--- src/rtl/norz_phase_sequencer.sv ---
`default_nettype none
// ============================================================================
//  Module   : norz_phase_sequencer
//  Purpose  : Opcode fetch and phase sequencer for the instruction-decoder
//             tree. It fetches an opcode over the memory handshake, holds it
//             on ITABLE/notITABLE, steps the phase counter XPT/notXPT and
//             consumes the decoder end-of-instruction pulses.
//  Ports    : CLK, RESET (sync, active-high)
//             mem_req / mem_ack / mem_rdata : opcode fetch handshake
//             stall                         : freezes XPT advance
//             PR_Reset_XPT, P2_Set_CM1,
//             P2_Reset_ITABLE, Pa_Ophd      : decoder control pulses
//             enable, XPT, notXPT, ITABLE,
//             notITABLE, CM1                : decoder-tree drive
//             fault                         : sticky phase-overrun flag
//             instr_cnt                     : retired-instruction count
//  Options  : NORZ_SEQ_PREFETCH_EN - one-entry opcode prefetch buffer that
//             lets P2_Set_CM1 skip the FETCH handshake when it holds data.
//  Revision : 1.0 - initial release
// ============================================================================
module norz_phase_sequencer #(
    parameter int XPT_MAX = 15,
    parameter int CNT_W   = 16
) (
    input  logic             CLK,
    input  logic             RESET,
    output logic             mem_req,
    input  logic             mem_ack,
    input  logic [7:0]       mem_rdata,
    input  logic             stall,
    input  logic             PR_Reset_XPT,
    input  logic             P2_Set_CM1,
    input  logic             P2_Reset_ITABLE,
    input  logic             Pa_Ophd,
    output logic             enable,
    output logic [3:0]       XPT,
    output logic [3:0]       notXPT,
    output logic [7:0]       ITABLE,
    output logic [7:0]       notITABLE,
    output logic             CM1,
    output logic             fault,
    output logic [CNT_W-1:0] instr_cnt
);

    localparam logic [3:0] XPT_LAST = 4'(XPT_MAX);

    typedef enum logic [1:0] {
        ST_FETCH = 2'd0,
        ST_EXEC  = 2'd1,
        ST_HALT  = 2'd2
    } state_t;

    state_t state;

`ifdef NORZ_SEQ_PREFETCH_EN
    logic [7:0] pf_buf;
    logic       pf_valid;
    logic       pf_pending;
`endif

    // Complements are written alongside their true values on every update so
    // both rails change on the same edge and never pass through logic.
    always_ff @(posedge CLK) begin
        if (RESET) begin
            state     <= ST_FETCH;
            mem_req   <= 1'b0;
            enable    <= 1'b0;
            XPT       <= 4'h0;
            notXPT    <= 4'hF;
            ITABLE    <= 8'h00;
            notITABLE <= 8'hFF;
            CM1       <= 1'b1;
            fault     <= 1'b0;
            instr_cnt <= '0;
`ifdef NORZ_SEQ_PREFETCH_EN
            pf_buf     <= 8'h00;
            pf_valid   <= 1'b0;
            pf_pending <= 1'b0;
`endif
        end else begin
            case (state)
                ST_FETCH: begin
                    // An ack only completes a fetch that was actually requested.
                    if (mem_req && mem_ack) begin
                        ITABLE    <= mem_rdata;
                        notITABLE <= ~mem_rdata;
                        XPT       <= 4'h0;
                        notXPT    <= 4'hF;
                        CM1       <= 1'b0;
                        mem_req   <= 1'b0;
                        enable    <= 1'b1;
                        state     <= ST_EXEC;
                    end else begin
                        mem_req <= 1'b1;
                    end
                end

                ST_EXEC: begin
                    CM1 <= 1'b0;

                    if (Pa_Ophd)
                        instr_cnt <= instr_cnt + 1'b1;

                    if (P2_Reset_ITABLE) begin
                        ITABLE    <= 8'h00;
                        notITABLE <= 8'hFF;
                    end

`ifdef NORZ_SEQ_PREFETCH_EN
                    // Prefetch traffic first; the phase logic below may
                    // override mem_req when leaving EXEC.
                    if (pf_pending && mem_ack) begin
                        pf_buf     <= mem_rdata;
                        pf_valid   <= 1'b1;
                        pf_pending <= 1'b0;
                        mem_req    <= 1'b0;
                    end else if (!pf_pending && !pf_valid && !stall && !P2_Set_CM1) begin
                        pf_pending <= 1'b1;
                        mem_req    <= 1'b1;
                    end
                    if (P2_Reset_ITABLE)
                        pf_valid <= 1'b0;
`endif

                    if (P2_Set_CM1) begin
                        XPT    <= 4'h0;
                        notXPT <= 4'hF;
`ifdef NORZ_SEQ_PREFETCH_EN
                        if (pf_valid) begin
                            // Buffered opcode: reload and stay in EXEC, with a
                            // single-cycle CM1 marking the new M1 cycle.
                            ITABLE    <= pf_buf;
                            notITABLE <= ~pf_buf;
                            CM1       <= 1'b1;
                            pf_valid  <= 1'b0;
                        end else begin
                            state      <= ST_FETCH;
                            CM1        <= 1'b1;
                            mem_req    <= 1'b1;
                            enable     <= 1'b0;
                            pf_valid   <= 1'b0;
                            pf_pending <= 1'b0;
                        end
`else
                        state   <= ST_FETCH;
                        CM1     <= 1'b1;
                        mem_req <= 1'b1;
                        enable  <= 1'b0;
`endif
                    end else if (PR_Reset_XPT) begin
                        XPT    <= 4'h0;
                        notXPT <= 4'hF;
                    end else if (!stall) begin
                        if (XPT == XPT_LAST) begin
                            // Phase overrun: freeze at the last phase, never wrap.
                            fault   <= 1'b1;
                            enable  <= 1'b0;
                            mem_req <= 1'b0;
                            state   <= ST_HALT;
`ifdef NORZ_SEQ_PREFETCH_EN
                            pf_pending <= 1'b0;
`endif
                        end else begin
                            XPT    <= XPT + 4'd1;
                            notXPT <= ~(XPT + 4'd1);
                        end
                    end
                end

                default: begin
                    // ST_HALT: everything frozen until RESET.
                end
            endcase
        end
    end

endmodule
`default_nettype wire
--- config.mk ---
export PLATFORM = sky130hd
export DESIGN_NAME = norz_phase_sequencer
export DESIGN_NICKNAME = d
export VERILOG_FILES = /design/src/rtl/norz_phase_sequencer.sv
export SDC_FILE = /design/constraint.sdc
export NUM_CORES = 1
export LEC_CHECK = 0
export ABC_AREA = 1
export CAP_MARGIN = 5
export CORE_MARGIN = 4
export CORE_UTILIZATION = 42
export CTS_CLUSTER_DIAMETER = 120
export CTS_CLUSTER_SIZE = 20
export DETAILED_ROUTE_END_ITERATION = 12
export PLACE_DENSITY_LB_ADDON = 0.25
export SLEW_MARGIN = 25
export SYNTH_ARGS = -nofsm -noshare
export SYNTH_HDL_FRONTEND = slang
export SYNTH_SLANG_ARGS = --single-unit
--- constraint.sdc ---
create_clock -name CLK -period 1.25 [get_ports CLK]
set_clock_uncertainty 0.1 [all_clocks]
set_input_delay 0.125 -clock CLK [delete_from_list [all_inputs] [get_ports CLK]]
set_output_delay 0.125 -clock CLK [all_outputs]
set_load 0.05 [all_outputs]
**Metal layers overlaid**

Two of the layers only.
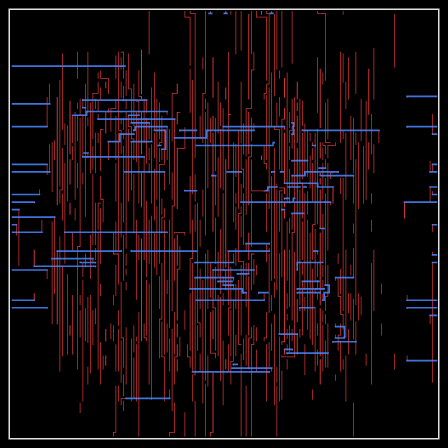
- blue: M3 (wire length 543 µm)
- red: M2 (wire length 4110 µm)

**Clock wiring as the flow saved it**

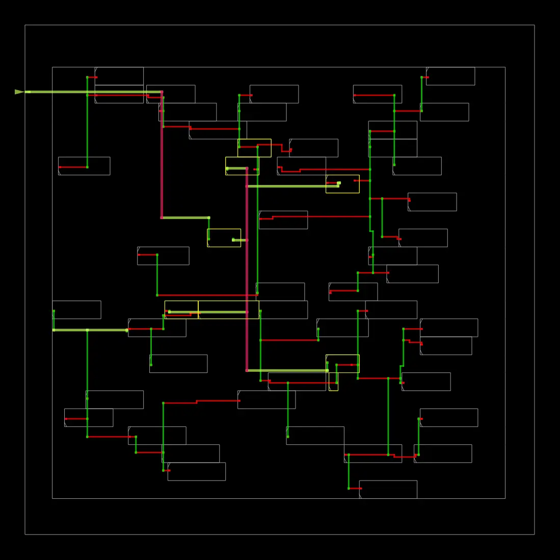
clkbuf count: 8
clock buffer count from CTS: 5

**Where the registers sit**

Scale bar: 20 µm. Other sequential cells in the stronger gray, the rest of the logic in the fainter gray.
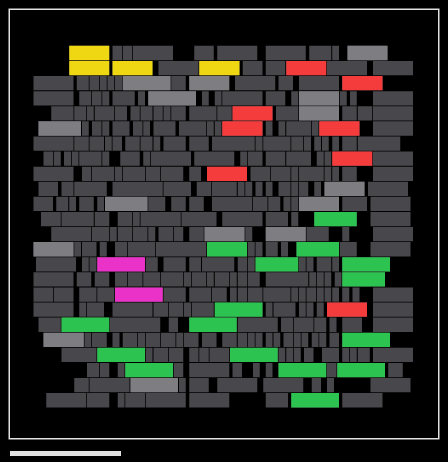
- magenta: `state` (placed flops 2)
- green: `instr_cnt` (placed flops 16)
- red: `ITABLE` (placed flops 8)
- yellow: `notXPT` (placed flops 4; where north-west)
register area: 968 µm²
sequential share of cell area: 24.8%
Sequential Power: 2.21 mW

**Placement density heat map**

Scale bar: 20 µm. The die is cut into 8 by 8 equal tiles; dark purple is low, yellow is high, 0 to 100% covered.
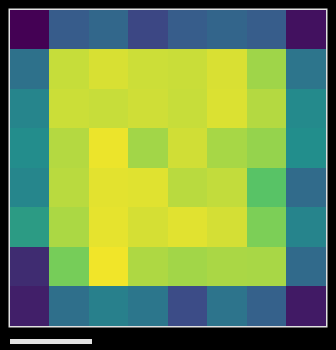
- fullest tile: 98%
- densest ninth of the die: center
- nearly empty tiles: 1.6%
- tiles over 75% full: 55%
- mean over tiles: 65%

**Routed metal per tile**

The die is cut into 15 by 15 equal tiles; dark purple is low, yellow is high, scaled to the fullest tile. Values are wire area over tile area, all layers added.
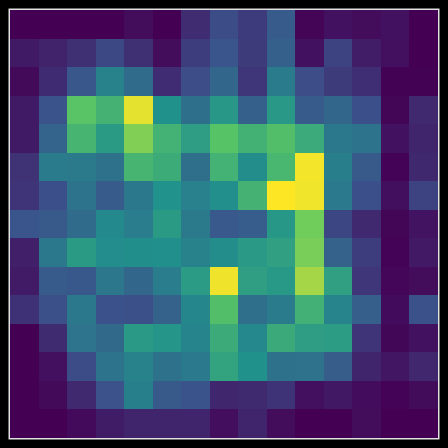
- nearly empty tiles: 12%
- tiles over half the peak: 20%
- fullest tile: 0.72
- densest ninth of the die: center

==> reports/qor.csv <==
stage;metric;value;unit
finish;drive_gt1_share;47.3;%
floorplanning;rows;24;
setup_path;cp.depth;7;
setup_path;critPathKind;register to register;
detailed_routing;routed.top_layer;met4;
finish;fillers;204;
run;maxCapViolCount;0;
setup_path;r2r_start;instr_cnt[1];
floorplanning;io-pin-count;60;
setup_path;cp-start-kind;register;
setup_path;reg2reg_depth;7;
run_status;status;complete, but fails checks;
floorplanning;fp_util;44.8;%
yosys;syn_area;2010;µm²
yosys;aoi_share;11.7;%
sta;worstMarginPinSlew;357;ps
placement;place_hpwl;4.25;mm
finish;nNetsFinal;391;
setup_path;end_kind;register;
yosys;mux_share;0;%
placement;gp_congestion;0.885;
detailed_routing;wire_per_inst;18.1;µm
floorplanning;dieArea;5950;µm²
detailed_routing;wl_met2;4.11;mm
pwr;seq_power_share;27.9;%
sta;fin_setup_tns;-3820;ps
yosys;top_cells_by_count;nand2_1 (76), dfxtp_1 (45), nor2_1 (30);
pwr;powerDensity;2030;nW/µm²
global_routing;gr-total-overflow;0;
clocking;cts_max_path_buffers;2;
yosys;synth_top_cell_by_area;dfxtp_1;
sta;rsz0062_at_grt;yes;
finish;mostFrequentLayoutCell;nand2_1;
pwr;finalPower;7.93;mW
setup_path;crit_top_cell;nand2_1;
global_routing;met2_usage;40.2;%
pwr;swShare;43.6;%
clocking;cts_sinks;45;
placement;place_ws;-336;ps
detailed_routing;first_pass_iters;5;
clocking;cts_resized;23;
global_routing;antenna_found_initial;0;
pwr;ir_drop;1.48;mV
setup_path;cp.arrival;1600;ps
global_routing;gr-usage-all-layers;21.2;%
pwr;clkPwrFrac;13.7;%
clocking;cts_tree;done;
setup_path;timing.rr.end;instr_cnt[12];
sta;final.setup.worst_slack;-218;ps
finish;comb_share;32.2;%
finish;top_area_cell_class;non-clock buffers;
yosys;numSynthFlops;45;
setup_path;timing.critical_path.buf_inv;0;
yosys;yosys-top-cells-area;dfxtp_1 (45%), nand2_1 (14%), nor2_1 (5.6%), inv_1 (5.1%), nand3_1 (4.0%);
pwr;p_leak;1.69;nW
detailed_routing;finalWirelength;7.69;mm
finish;area_delta_synth_final;94.9;%
sta;setup_viol;41;
placement;post_dp_cell_area;3430;µm²
placement;numPortBuffers;59;
yosys;simple_gate_share;33.3;%
finish;bufAreaShareNonClock;35.3;%
yosys;post-synth-top-area-fraction;44.9;%
setup_path;r2r_slack;-220;ps
run_status;violations;negative setup slack;
yosys;xor_area_share;1.31;%
floorplanning;die_width;77.1;µm
floorplanning;coreArea;4470;µm²
pwr;p_int;4.48;mW
finish;n_all_inverters;29;
finish;fin_util;87.4;%
sta;hold_viol_final;0;
finish;seq_cells;45;
setup_path;startpoint;instr_cnt[1];
global_routing;met3_usage;3.98;%
yosys;edf_count;0;
hold_path;whs_path_depth;4;
finish;largest_register_ffs;16;
sta;min_period;1470;ps
yosys;yosysChipArea;2010;µm²
detailed_routing;wl_met1;2.75;mm
finish;largest-register;instr_cnt;
hold_path;min_to;notITABLE[1];
detailed_routing;vias_per_cell;5.64;
global_routing;first_global_vias;2214;
finish;num_antenna_cells;0;
placement;placedCellCount;402;
floorplanning;n_tap_cell;52;
yosys;ys_cells;268;
finish;layout_top_cells;nand2_1 (63), buf_12 (45), buf_4 (34), nor2_1 (24);
setup_path;worst_path_dominant_cell_family;simple AND/OR/NAND/NOR gates;
clocking;holdBufCountCts;0;
run;stage_log_warnings;29;
setup_path;critical_path.cell_chain;ha_4 > nand3_4 > nor2_4 > nand4_1 > nand2_1 > nand2_1 > nor2_1;
hold_path;hold_path_class;primary input to register;
detailed_routing;drt_iter0_drc;203;
sta;period_used_share;117;%
yosys;ys_top_logic_family;simple AND/OR/NAND/NOR gates;
hold_path;min_from;mem_rdata[1];
finish;nNonClkBuffers;101;
clocking;post_cts_buffers;5;
yosys;ys_types;28;
detailed_routing;via_count;2402;
global_routing;grt_max_degree;14;
floorplanning;dieHeight;77.1;µm
finish;final-clk-cell-share;2.85;%
yosys;ys_seq_share;44.9;%
yosys;top_cell;nand2_1;
setup_path;cp_max_fo;7;
pwr;top_power_group;combinational cells;
yosys;flop_cell;dfxtp_1;
setup_path;max_stage_delay;370;ps
yosys;syn-instance-count;268;
setup_path;slowest_stage;dfxtp_4;
yosys;syn-num-nets;286;
detailed_routing;met3_length;542;µm
finish;combGateArea;1260;µm²
yosys;yosys_warnings;0;
setup_path;endpoint;instr_cnt[12];
pwr;powerClk;1.09;mW
global_routing;grt_pass1_wl;10.2;mm
global_routing;grtUsageMet1;23.2;%
pwr;powerComb;4.63;mW
yosys;fa_ha_area_share;1.25;%
sta;slew_violations;0;
clocking;clk_latency;300;ps
clocking;h-tree-depth;2;
setup_path;cp.required;1380;ps
finish;logic_gates;191;
pwr;power_switching;3.45;mW
sta;slew_headroom;76.0;%
sta;whs;367;ps
clocking;cts-root-buf;clkbuf_8;
yosys;syn-mean-instance-area;7.48;µm²
clocking;path_clk_slew;90;ps
sta;max_freq;681;MHz
global_routing;grt_most_used_layer;met2;
detailed_routing;antenna_left;0;
Power and IR drop assume default switching activity.
